===== src/rtl/fir_ntap_seq_if.sv =====
// Sample/result handshake and coefficient-load bus for fir_ntap_seq.
// master drives samples and coefficients; slave is the filter.
interface fir_ntap_seq_if #(
  parameter int DATAWIDTH = 16,
  parameter int COEFWIDTH = 16,
  parameter int NTAPS     = 8
);
  localparam int ACCWIDTH = DATAWIDTH + COEFWIDTH + $clog2(NTAPS);
  localparam int AW       = $clog2(NTAPS);

  logic                        coef_we;
  logic [AW-1:0]               coef_addr;
  logic signed [COEFWIDTH-1:0] coef_data;

  logic                        x_valid;
  logic                        x_ready;
  logic signed [DATAWIDTH-1:0] x;

  logic                        y_valid;
  logic                        y_ready;
  logic signed [ACCWIDTH-1:0]  y;

  modport master (
    output coef_we, coef_addr, coef_data, x_valid, x, y_ready,
    input  x_ready, y_valid, y
  );

  modport slave (
    input  coef_we, coef_addr, coef_data, x_valid, x, y_ready,
    output x_ready, y_valid, y
  );
endinterface


===== src/rtl/fir_ntap_seq.sv =====
// N-tap signed FIR filter with loadable coefficients and one shared MAC,
// computing one product per cycle between the sample and result handshakes.
module fir_ntap_seq #(
  parameter int DATAWIDTH = 16,
  parameter int COEFWIDTH = 16,
  parameter int NTAPS     = 8
) (
  input  logic         clk,
  input  logic         rst,
  input  logic         start,
  input  logic         stop,
  input  logic         clear,
  output logic         busy,
  output logic         done,
  fir_ntap_seq_if.slave bus
);
  localparam int ACCWIDTH = DATAWIDTH + COEFWIDTH + $clog2(NTAPS);
  localparam int PW       = DATAWIDTH + COEFWIDTH;
  localparam int AW       = $clog2(NTAPS);

  typedef enum logic [1:0] {IDLE, RUN, MAC, OUT} state_t;

  state_t                      state_q, state_d;
  logic signed [DATAWIDTH-1:0] d_q [NTAPS];
  logic signed [COEFWIDTH-1:0] c_q [NTAPS];
  logic signed [ACCWIDTH-1:0]  acc_q, acc_d;
  logic signed [ACCWIDTH-1:0]  y_q, y_d;
  logic signed [ACCWIDTH-1:0]  sum;
  logic signed [PW-1:0]        prod;
  logic [AW-1:0]               k_q, k_d;
  logic                        y_valid_q, y_valid_d;
  logic                        stop_pend_q, stop_pend_d;
  logic                        done_q, done_d;
  logic                        shift_en, clear_en, coef_en, last_tap, x_ready_c;
  logic [NTAPS-1:0]            coef_hit;

  assign prod     = c_q[k_q] * d_q[k_q];
  assign sum      = acc_q + {{(ACCWIDTH-PW){prod[PW-1]}}, prod};
  assign last_tap = (k_q == AW'(NTAPS - 1));
  assign clear_en = (state_q == IDLE) && clear;
  assign coef_en  = (state_q == IDLE) && bus.coef_we;

  // Addresses >= NTAPS match no tap and are dropped by the decode itself.
  for (genvar gi = 0; gi < NTAPS; gi++) begin : g_coef_dec
    assign coef_hit[gi] = coef_en && (bus.coef_addr == AW'(gi));
  end

  always_comb begin
    state_d     = state_q;
    acc_d       = acc_q;
    y_d         = y_q;
    y_valid_d   = y_valid_q;
    k_d         = k_q;
    stop_pend_d = stop_pend_q;
    done_d      = 1'b0;
    shift_en    = 1'b0;
    x_ready_c   = 1'b0;
    case (state_q)
      IDLE: begin
        stop_pend_d = 1'b0;
        if (start && !stop) state_d = RUN;
      end
      RUN: begin
        x_ready_c = !stop && !stop_pend_q;
        if (stop || stop_pend_q) begin
          state_d     = IDLE;
          done_d      = 1'b1;
          stop_pend_d = 1'b0;
        end else if (bus.x_valid) begin
          shift_en = 1'b1;
          acc_d    = '0;
          k_d      = '0;
          state_d  = MAC;
        end
      end
      MAC: begin
        if (stop) stop_pend_d = 1'b1;
        acc_d = sum;
        k_d   = k_q + 1'b1;
        if (last_tap) begin
          y_d       = sum;
          y_valid_d = 1'b1;
          k_d       = '0;
          state_d   = OUT;
        end
      end
      OUT: begin
        if (stop) stop_pend_d = 1'b1;
        if (bus.y_ready) begin
          y_valid_d = 1'b0;
          if (stop || stop_pend_q) begin
            state_d     = IDLE;
            done_d      = 1'b1;
            stop_pend_d = 1'b0;
          end else begin
            state_d = RUN;
          end
        end
      end
      default: state_d = IDLE;
    endcase
  end

  always_ff @(posedge clk or negedge rst) begin
    if (!rst) begin
      state_q     <= IDLE;
      acc_q       <= '0;
      y_q         <= '0;
      y_valid_q   <= 1'b0;
      k_q         <= '0;
      stop_pend_q <= 1'b0;
      done_q      <= 1'b0;
    end else begin
      state_q     <= state_d;
      acc_q       <= acc_d;
      y_q         <= y_d;
      y_valid_q   <= y_valid_d;
      k_q         <= k_d;
      stop_pend_q <= stop_pend_d;
      done_q      <= done_d;
    end
  end

  // Delay line survives stop/start; only reset or an IDLE clear empties it.
  always_ff @(posedge clk or negedge rst) begin
    if (!rst) begin
      for (int i = 0; i < NTAPS; i++) begin
        d_q[i] <= '0;
        c_q[i] <= '0;
      end
    end else begin
      if (clear_en) begin
        for (int i = 0; i < NTAPS; i++) d_q[i] <= '0;
      end else if (shift_en) begin
        d_q[0] <= bus.x;
        for (int i = 1; i < NTAPS; i++) d_q[i] <= d_q[i-1];
      end
      for (int i = 0; i < NTAPS; i++) begin
        if (coef_hit[i]) c_q[i] <= bus.coef_data;
      end
    end
  end

  assign bus.x_ready = x_ready_c;
  assign bus.y_valid = y_valid_q;
  assign bus.y       = y_q;
  assign busy        = (state_q != IDLE);
  assign done        = done_q;
endmodule


===== src/flat_wrapper.sv =====
// flat-port wrapper written by rule: the top's interface ports become plain ports
module fir_ntap_seq_flat 
#(
  parameter int DATAWIDTH = 16,
  parameter int COEFWIDTH = 16,
  parameter int NTAPS     = 8
)
  (clk, rst, start, stop, clear, busy, done, bus_coef_we, bus_coef_addr, bus_coef_data, bus_x_valid, bus_x, bus_y_ready, bus_x_ready, bus_y_valid, bus_y);
  fir_ntap_seq_if #(.DATAWIDTH(DATAWIDTH), .COEFWIDTH(COEFWIDTH), .NTAPS(NTAPS)) bus_i ();
  input  logic clk;
  input  logic rst;
  input  logic start;
  input  logic stop;
  input  logic clear;
  output logic busy;
  output logic done;
  input wire logic [$bits(bus_i.coef_we)-1:0] bus_coef_we;
  input wire logic [$bits(bus_i.coef_addr)-1:0] bus_coef_addr;
  input wire logic [$bits(bus_i.coef_data)-1:0] bus_coef_data;
  input wire logic [$bits(bus_i.x_valid)-1:0] bus_x_valid;
  input wire logic [$bits(bus_i.x)-1:0] bus_x;
  input wire logic [$bits(bus_i.y_ready)-1:0] bus_y_ready;
  output wire logic [$bits(bus_i.x_ready)-1:0] bus_x_ready;
  output wire logic [$bits(bus_i.y_valid)-1:0] bus_y_valid;
  output wire logic [$bits(bus_i.y)-1:0] bus_y;
  assign bus_i.coef_we = bus_coef_we;
  assign bus_i.coef_addr = bus_coef_addr;
  assign bus_i.coef_data = bus_coef_data;
  assign bus_i.x_valid = bus_x_valid;
  assign bus_i.x = bus_x;
  assign bus_i.y_ready = bus_y_ready;
  assign bus_x_ready = bus_i.x_ready;
  assign bus_y_valid = bus_i.y_valid;
  assign bus_y = bus_i.y;
  fir_ntap_seq #(.DATAWIDTH(DATAWIDTH), .COEFWIDTH(COEFWIDTH), .NTAPS(NTAPS)) u_core (.clk(clk), .rst(rst), .start(start), .stop(stop), .clear(clear), .busy(busy), .done(done), .bus(bus_i));
endmodule

===== config.mk =====
export PLATFORM = sky130hd
export DESIGN_NAME = fir_ntap_seq_flat
export DESIGN_NICKNAME = d
export VERILOG_FILES = /design/src/rtl/fir_ntap_seq_if.sv /design/src/rtl/fir_ntap_seq.sv /design/src/flat_wrapper.sv
export SDC_FILE = /design/constraint.sdc
export NUM_CORES = 1
export LEC_CHECK = 0
export CAP_MARGIN = 30
export CORE_ASPECT_RATIO = 1.25
export CORE_MARGIN = 2
export CORE_UTILIZATION = 45
export DETAILED_ROUTE_END_ITERATION = 7
export GPL_TIMING_DRIVEN = 1
export HOLD_SLACK_MARGIN = 0.05
export RECOVER_POWER = 50
export SLEW_MARGIN = 20
export SYNTH_ARGS = -nofsm -noshare
export SYNTH_HDL_FRONTEND = slang
export SYNTH_SLANG_ARGS = --single-unit

===== constraint.sdc =====
create_clock -name clk -period 10.79 [get_ports clk]
set_input_delay 1.6185 -clock clk [delete_from_list [all_inputs] [get_ports clk]]
set_output_delay 1.6185 -clock clk [all_outputs]
set_load 0.03 [all_outputs]

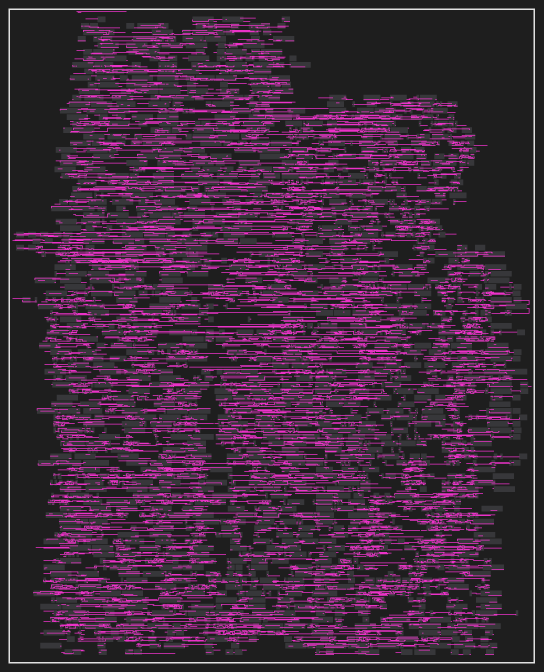
**Above:** run 1 (M1 wires).
Cells faint in the background.
The wires run mostly horizontal. The longest straight run is 49.2 um. The layer holds 41% of the routed length. The layer carries 27.0 mm of wire. 2814 nets have wire on it.

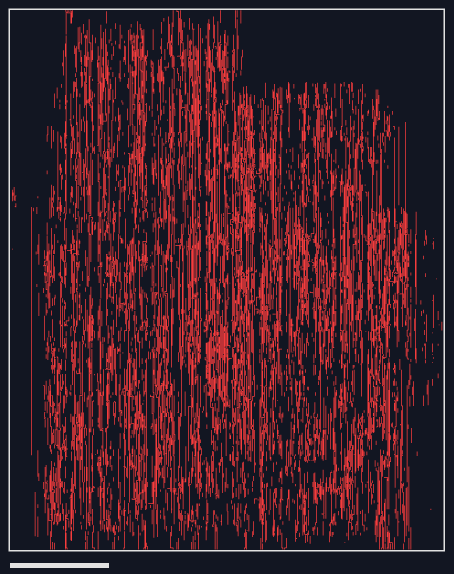
**Above:** run 1 (metal 2).
Bar = 50 um.
The layer carries 34.0 mm of wire. 2547 nets have wire on it. The layer holds 52% of the routed length. The longest straight run is 125 um. The wires run mostly vertical.

==> flow_summary.json, run 1 <==
{
  "status": "finished, violations left",
  "fin_util": 0.5050,
  "n_tap_cell": 750,
  "wl_per_cell_um": 19.34,
  "cp-endpoint": "u_core.acc_q[34]",
  "antenna_found_initial": 0,
  "synth-edff-count": 0,
  "drv_cap": 4,
  "seq_area_frac": 0.2905,
  "r2r-end": "u_core.acc_q[34]",
  "violations": "max-capacitance violations, max-slew violations",
  "area_leaders": "dfrtp_1 32%, fa_1 20%, mux2_2 6.7%",
  "yosys.area_share.aoi": 0.05709,
  "clkCellAreaFrac": 0.04267,
  "vias": 18190,
  "critPathCaptureType": "flop",
  "grt.overflow.total": 0,
  "cts_tree": "done",
  "top_cell": "nand2_1",
  "numSynthFlops": 334,
  "cts_resized": 0,
  "clockBufferDepth": 3,
  "ys_top_cells_by_count": "449 x nand2_1, 334 x dfrtp_1, 318 x inv_1",
  "ys_sh_xor": 0.02326,
  "worst_path_max_delay_cell": "dfrtp_4",
  "cts-htree-levels": 2,
  "logic_area_um2": 15850,
  "hold_viol": 0,
  "clk_latency_ns": 0.57,
  "layout-drive-gt1-share": 0.1270,
  "globalplace.congestion": 0.8963,
  "syn_to_final_growth_pct": 11.54,
  "rows": 98,
  "timing.fmax_mhz": 98.01,
  "min_period_ns": 10.20,
  "async_reset_ff_frac": 1.000,
  "startpoint": "u_core.k_q[0]",
  "syn_avg_cell_area_um2": 10.17,
  "fp.coreArea_um2": 57020,
  "die-area_um2": 59310,
  "required_ns": 11.28,
  "holdCritPathClass": "reg2reg",
  "first_pass_iters": 5,
  "timing.critical_path.mode_cell": "fa_1",
  "worstSetupStartpointType": "flop",
  "simple_gate_area_frac": 0.1375,
  "grtUsageTotal": 0.2273,
  "holdPathStages": 2,
  "setup_ws_ns": 0.5867,
  "crit_family": "adder cells",
  "relSlewSlack": -3.394,
  "clock-sinks": 334,
  "holdWs_ns": 0.4748,
  "ys_sh_adder": 0.2626,
  "ctsHoldBuffers": 0,
  "layout_top_cells": "446 x nand2_1, 331 x dfrtp_1, 318 x inv_1",
  "slew_viol_final": 266,
  "inverters": 318,
  "grt_max_degree": 137,
  "nNonClkBuffers": 133,
  "worst-path-stages": 35,
  "rsz0062_at_grt": "false",
  "min_to": "u_core.bus.y[9]",
  "place_area_um2": 27610,
  "path_class": "reg2reg"
}
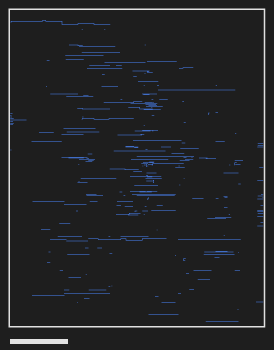
**Above:** run 1 (metal 3).
Bar = 50 um.
140 nets have wire on it. The longest straight run is 66.2 um.

[run 1: state kept, by name, summed over array words and instances, names as in the netlist, named ones only]
name / cells
u_core.bus.y: 35
u_core.state_q: 1
u_core.d_q: 128
u_core.done: 1
u_core.acc_q: 35
u_core.k_q: 3
u_core.bus.y_valid: 1
u_core.stop_pend_q: 1
u_core.c_q: 128
[run 1: per-layer routing]
| metal | wire length, um | global-route usage |
|---|---|---|
| met1 | 27000 | 0.2902 |
| met2 | 33990 | 0.4028 |
| met4 | 1770 | 0.07035 |
| met5 | 0 | 0 |
| met3 | 2448 | 0.02689 |
==> run 1 -> run 2 <==
--- a/config.mk
+++ b/config.mk
@@ -7,12 +7,13 @@
 export LEC_CHECK = 0
 export CAP_MARGIN = 30
 export CORE_ASPECT_RATIO = 1.25
-export CORE_MARGIN = 2
+export CORE_MARGIN = 1.5
 export CORE_UTILIZATION = 45
 export DETAILED_ROUTE_END_ITERATION = 7
 export GPL_TIMING_DRIVEN = 1
 export HOLD_SLACK_MARGIN = 0.05
 export RECOVER_POWER = 50
+export REMOVE_ABC_BUFFERS = 1
 export SLEW_MARGIN = 20
 export SYNTH_ARGS = -nofsm -noshare
 export SYNTH_HDL_FRONTEND = slang
==> constraint.sdc (replaced) <==
create_clock -name clk -period 10.79 [get_ports clk]
set_input_delay 1.079 -clock clk [delete_from_list [all_inputs] [get_ports clk]]
set_output_delay 1.079 -clock clk [all_outputs]
set_load 0.03 [all_outputs]
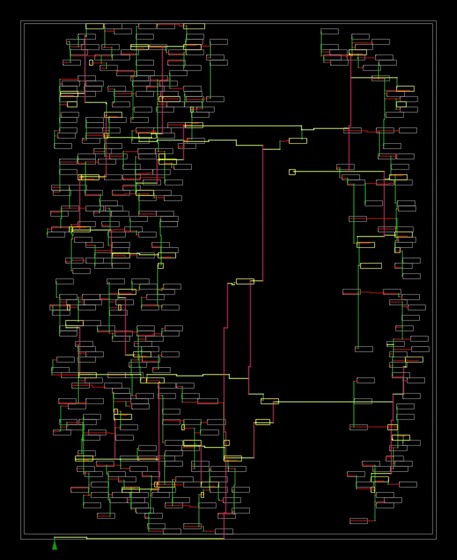
**Above:** run 2 (the clock network).
CTS Buf Count: 37
Setup Skew: 0.01928 ns

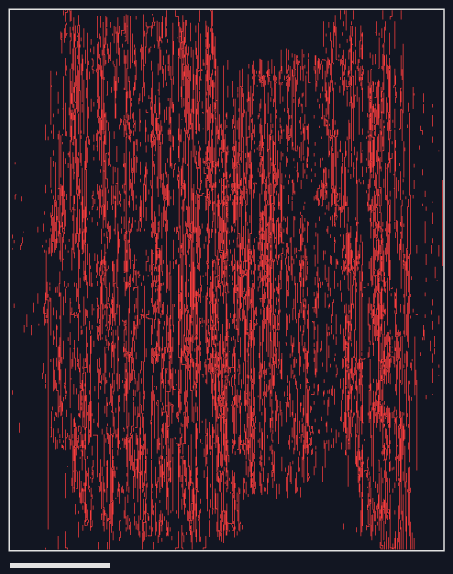
**Above:** run 2 (metal 2).
Bar = 50 um.
The layer carries 30.4 mm of wire. The longest straight run is 115 um. The wires run mostly vertical. 2481 nets have wire on it.

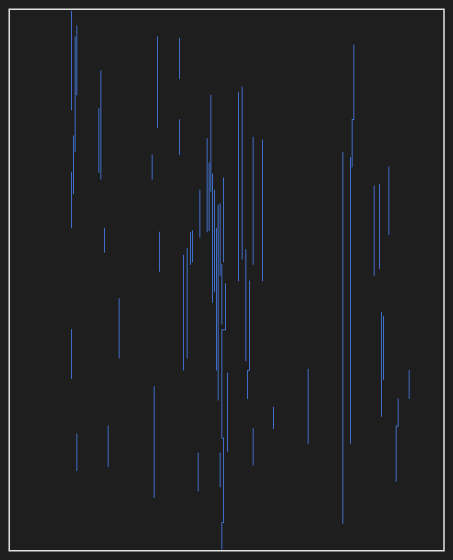
**Above:** run 2 (signal wires on met4).
40 nets have wire on it. The longest straight run is 186 um. The layer holds 4.2% of the routed length. The wires run mostly vertical. The layer carries 2620 um of wire.

==> run 2 against run 1 <==
  * The run still ends with max-capacitance violations, max-slew violations left
  * Setup slack better by 0.036 ns
  * Non-clock buffer count is 2 higher
  * Flip-flop count stayed put
  * Critical path depth is 1 lower
  * Synthesized cell count stayed put
  * Critical endpoint is now u_core.acc_q[33]
  * Final cell count hardly changed
  * Critical path type unchanged
  * Largest cell class unchanged
  * Via count is 1.2% lower
  * Worst hold slack better by 0.0011 ns
  * Register-to-register slack better by 0.04 ns
  * Global-route usage is 0.94 points lower
==> flow_summary.json, run 2 <==
{
  "status": "finished, violations left",
  "violations": "max-capacitance violations, max-slew violations",
  "grtUsageTotal": 0.2179,
  "antenna_found_initial": 0,
  "reg_top3": "u_core.c_q x128, u_core.d_q x128",
  "grt_max_degree": 134,
  "grt.overflow.total": 0,
  "rsz0062_at_grt": "false",
  "holdCritPathClass": "reg2reg",
  "cts_resized": 0,
  "synth-edff-count": 0,
  "ys_top_cells_by_count": "449 x nand2_1, 334 x dfrtp_1, 318 x inv_1",
  "ctsHoldBuffers": 0,
  "simple_gate_area_frac": 0.1375,
  "cp-endpoint": "u_core.acc_q[33]",
  "timing.fmax_mhz": 98.36,
  "top_cell": "nand2_1",
  "clk_latency_ns": 0.57,
  "ys_sh_xor": 0.02326,
  "drv_cap": 6,
  "wl_per_cell_um": 18.33,
  "layout-drive-gt1-share": 0.1289,
  "die-area_um2": 58820,
  "r2r-end": "u_core.acc_q[33]",
  "comb-cell-share": 0.5518,
  "min_to": "u_core.bus.y[26]",
  "syn_to_final_growth_pct": 11.30,
  "seq_area_frac": 0.2911,
  "clockBufferDepth": 3,
  "critPathCaptureType": "flop",
  "yosys.area_share.aoi": 0.05709,
  "numSynthFlops": 334,
  "ys_area_um2": 25820,
  "worst_path_max_delay_cell": "dfrtp_4",
  "holdPathStages": 2,
  "nNonClkBuffers": 135,
  "antenna_cells": 1,
  "logic_area_um2": 15860,
  "area_leaders": "dfrtp_1 32%, fa_1 20%, mux2_2 6.7%",
  "setup_ws_ns": 0.6230,
  "relSlewSlack": -2.488,
  "crit_family": "adder cells",
  "first_pass_iters": 5,
  "timing.critical_path.mode_cell": "fa_1",
  "cts-htree-levels": 2,
  "n_tap_cell": 750,
  "vias": 17980,
  "async_reset_ff_frac": 1.000,
  "path_class": "reg2reg",
  "holdWs_ns": 0.4759,
  "clock-sinks": 334,
  "startpoint": "u_core.k_q[0]",
  "layout_top_cells": "446 x nand2_1, 331 x dfrtp_1, 318 x inv_1",
  "rows": 98,
  "ys_sh_adder": 0.2626,
  "globalplace.congestion": 0.9017,
  "required_ns": 11.20,
  "hold_viol": 0,
  "slew_viol_final": 402,
  "syn_avg_cell_area_um2": 10.17,
  "place_area_um2": 27630
}
==> run 2: netlist changes by cell type in the layout (fill, tap and decap cells not counted), sizes merged <==
cell and delta:
buf +4, clkbuf -5, clkdlybuf4s50 -1, clkinv +1
clkinvlp +1, diode +1, dlygate4sd3 +1
==> run 2: kinds of logic after synthesis <==
| kind of cell | count (synthesis) |
|---|---|
| DFF | 334 |
| xor gates and xnor gates | 67 |
| muxes | 244 |
| and+or+nand+nor | 840 |
| adders and majority gates | 384 |
| AOI/OAI and AO/OA | 239 |
| buffers and inverters | 431 |
==> run 2: per-layer routing <==
layer,vias to the layer above,share of wire,track usage
met4,0,0.042,0.08607
met5,-,0,0
li1,8389,-,-
met2,373,0.49,0.3716
met1,9091,0.43,0.2803
met3,128,0.038,0.02878
==> run 2 -> run 3 <==
==> constraint.sdc (replaced) <==
create_clock -name clk -period 11 [get_ports clk]
set_input_delay 1.1 -clock clk [delete_from_list [all_inputs] [get_ports clk]]
set_output_delay 1.1 -clock clk [all_outputs]
set_load 0.03 [all_outputs]
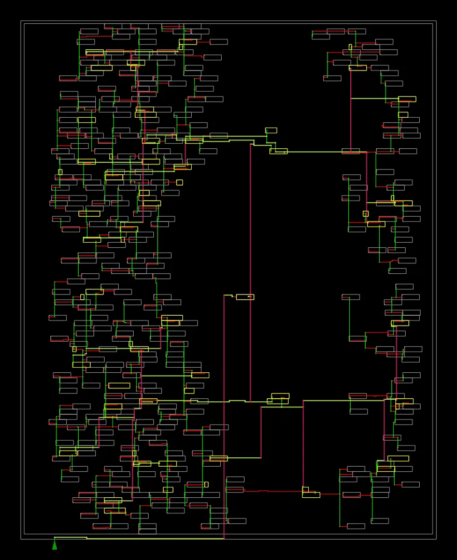
**Above:** run 3 (the clock network).
CTS Sinks: 334
Setup Skew: 0.01449 ns

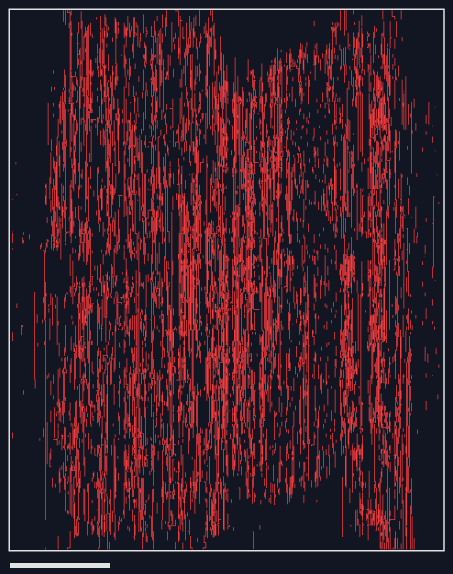
**Above:** run 3 (metal 2).
Bar = 50 um.
2476 nets have wire on it. The longest straight run is 114 um. The wires run mostly vertical. The layer holds 50% of the routed length. The layer carries 31.0 mm of wire.

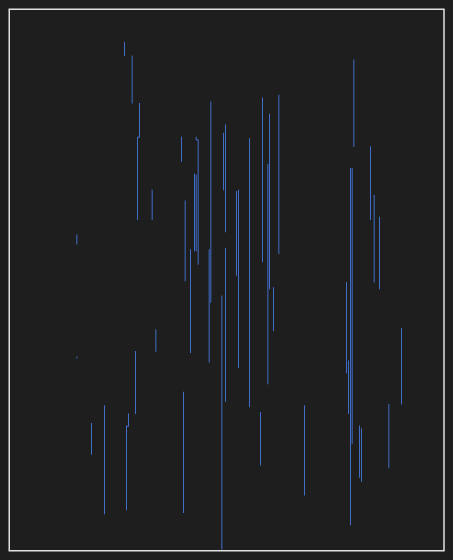
**Above:** run 3 (signal wires on met4).
The layer carries 2410 um of wire. 34 nets have wire on it. The longest straight run is 179 um. The layer holds 3.9% of the routed length.

==> run 3 against run 2 <==
  * The run still ends with max-capacitance violations, max-slew violations left
  * Clock skew is 0.0048 ns lower
  * Flip-flop count is the same
  * Via count decreased by 0.53%
  * Non-clock buffer count increased by 1
  * Register-to-register slack improved by 0.09 ns
  * Cell area grew 0.86%
  * Area after synthesis is the same
  * Die size unchanged
  * Global-route usage hardly changed
  * Worst hold slack lost 0.0020 ns
  * Highest routed layer is now met5
==> flow_summary.json, run 3 <==
{
  "status": "finished, violations left",
  "violations": "max-capacitance violations, max-slew violations",
  "post_cts_buffers": 0,
  "timing.final.crit_share": 0.9356,
  "wl_met3_mm": 2.000,
  "dp.cells": 3310,
  "synthFlopType": "dfrtp_1",
  "required_ns": 11.42,
  "dp_worst_setup_slack_ns": 0.6446,
  "grt_pass1_wl_mm": 101.8,
  "layout-drive-gt1-share": 0.1336,
  "rows": 98,
  "startpoint": "u_core.k_q[0]",
  "syn_to_final_growth_pct": 12.25,
  "fp.dieH_um": 270.8,
  "r2r_start": "u_core.k_q[0]",
  "timing.fmax_mhz": 97.17,
  "worst_path_max_delay_cell": "dfrtp_4",
  "min_period_ns": 10.29,
  "place_hpwl_mm": 46.63,
  "max_slew.worst_pin.slew_ns": 5.145,
  "reg_top3": "u_core.c_q x128, u_core.d_q x128",
  "nets": 3027,
  "place_area_um2": 27670,
  "rsz0062_at_grt": "false",
  "yosys.stat.seqShare": 0.3238,
  "worst-path-stages": 36,
  "ys_warn_count": 0,
  "ctsHoldBuffers": 0,
  "relSlewSlack": -2.430,
  "fp_util": 0.4538,
  "critPathBufInv": 6,
  "top_layer_used": "met5",
  "cp_max_fo": 38,
  "wl_per_cell_um": 18.38,
  "grtUsageMet1": 0.2780,
  "grt_max_degree": 179,
  "crit_family": "adder cells",
  "vias": 17890,
  "clk_latency_ns": 0.56,
  "synth-edff-count": 0,
  "syn_inst": 2539,
  "wl_mm": 62.12,
  "syn_avg_cell_area_um2": 10.17,
  "layout_top_cells": "446 x nand2_1, 331 x dfrtp_1, 318 x inv_1",
  "min_to": "u_core.bus.y[10]",
  "ys_area_um2": 25820,
  "drv_cap": 4,
  "fp.coreArea_um2": 56890,
  "cts_resized": 0,
  "worstSetupStartpointType": "flop",
  "grt.overflow.total": 0,
  "via_per_inst": 5.293,
  "async_reset_ff_frac": 1.000,
  "area_leaders": "dfrtp_1 32%, fa_1 20%, mux2_2 6.7%",
  "cts-htree-levels": 2,
  "met1_length_mm": 26.68,
  "final_layout_top_logic_cell": "nand2_1",
  "timing.critical_path.mode_cell": "fa_1",
  "path_class": "reg2reg",
  "finalSetupTns_ns": 0,
  "openroad.warnings": 34,
  "ys_cells": 2539,
  "setup_viol": 0,
  "ys_top_cells_by_count": "449 x nand2_1, 334 x dfrtp_1, 318 x inv_1",
  "holdPathStages": 2,
  "numSynthFlops": 334,
  "holdWs_ns": 0.4740,
  "clockBufferDepth": 3,
  "reg2reg_setup_slack_ns": 0.71,
  "drc": 0,
  "grtUsageTotal": 0.2179,
  "slew_viol_final": 339,
  "cp-endpoint": "u_core.bus.y[33]",
  "die_width_um": 217.2,
  "syn_area_um2": 25820,
  "met2_wirelength_mm": 31.02,
  "top_cell": "nand2_1",
  "fin_util": 0.5093,
  "reg2reg_depth": 36,
  "yosys.area.top_type_share": 0.3238,
  "grt_use_met2": 0.3783,
  "arrival_ns": 10.72,
  "final_antenna_net_count": 0,
  "hp-start": "u_core.bus.y[10]",
  "hold_viol": 0,
  "path_clk_slew_ns": 0.06,
  "critPathCaptureType": "flop",
  "first_pass_iters": 5,
  "cts-buffers-inserted": 36,
  "grt_use_met3": 0.02496,
  "die-area_um2": 58820,
  "cts_tree": "done",
  "globalplace.congestion": 0.9232,
  "top_area_cell": "dfrtp_1",
  "setup_ws_ns": 0.7087,
  "numPortBuffers": 81,
  "dr.first_iter.drc_count": 1214,
  "r2r-end": "u_core.bus.y[33]",
  "final_cell_area_um2": 28980,
  "finalNonFillerCells": 3379,
  "top_usage_layer": "met2",
  "antenna_found_initial": 1,
  "holdCritPathClass": "reg2reg"
}
==> run 3: cell families after synthesis <==
| kind of cell | after synthesis | share of synthesized area |
|---|---|---|
| buffers and inverters | 431 | 0.06267 |
| AND-OR/OR-AND | 239 | 0.05709 |
| XOR/XNOR | 67 | 0.02326 |
| flip-flops | 334 | 0.3238 |
| AND/OR/NAND/NOR | 840 | 0.1375 |
| adder cells (fa/ha/maj) | 384 | 0.2626 |
| multiplexers | 244 | 0.1331 |
==> run 3: cell type report <==
type                    instances  area, um^2
clock buffers                  44       992.2
repair buffers                136        1299
well taps                     750       938.4
fillers                      5144       27920
flip-flops and latches        334        8364
multi-input cells            1774       15860
inverters                     318        1194
diodes                          1       2.502
clock inverters                22       334.1
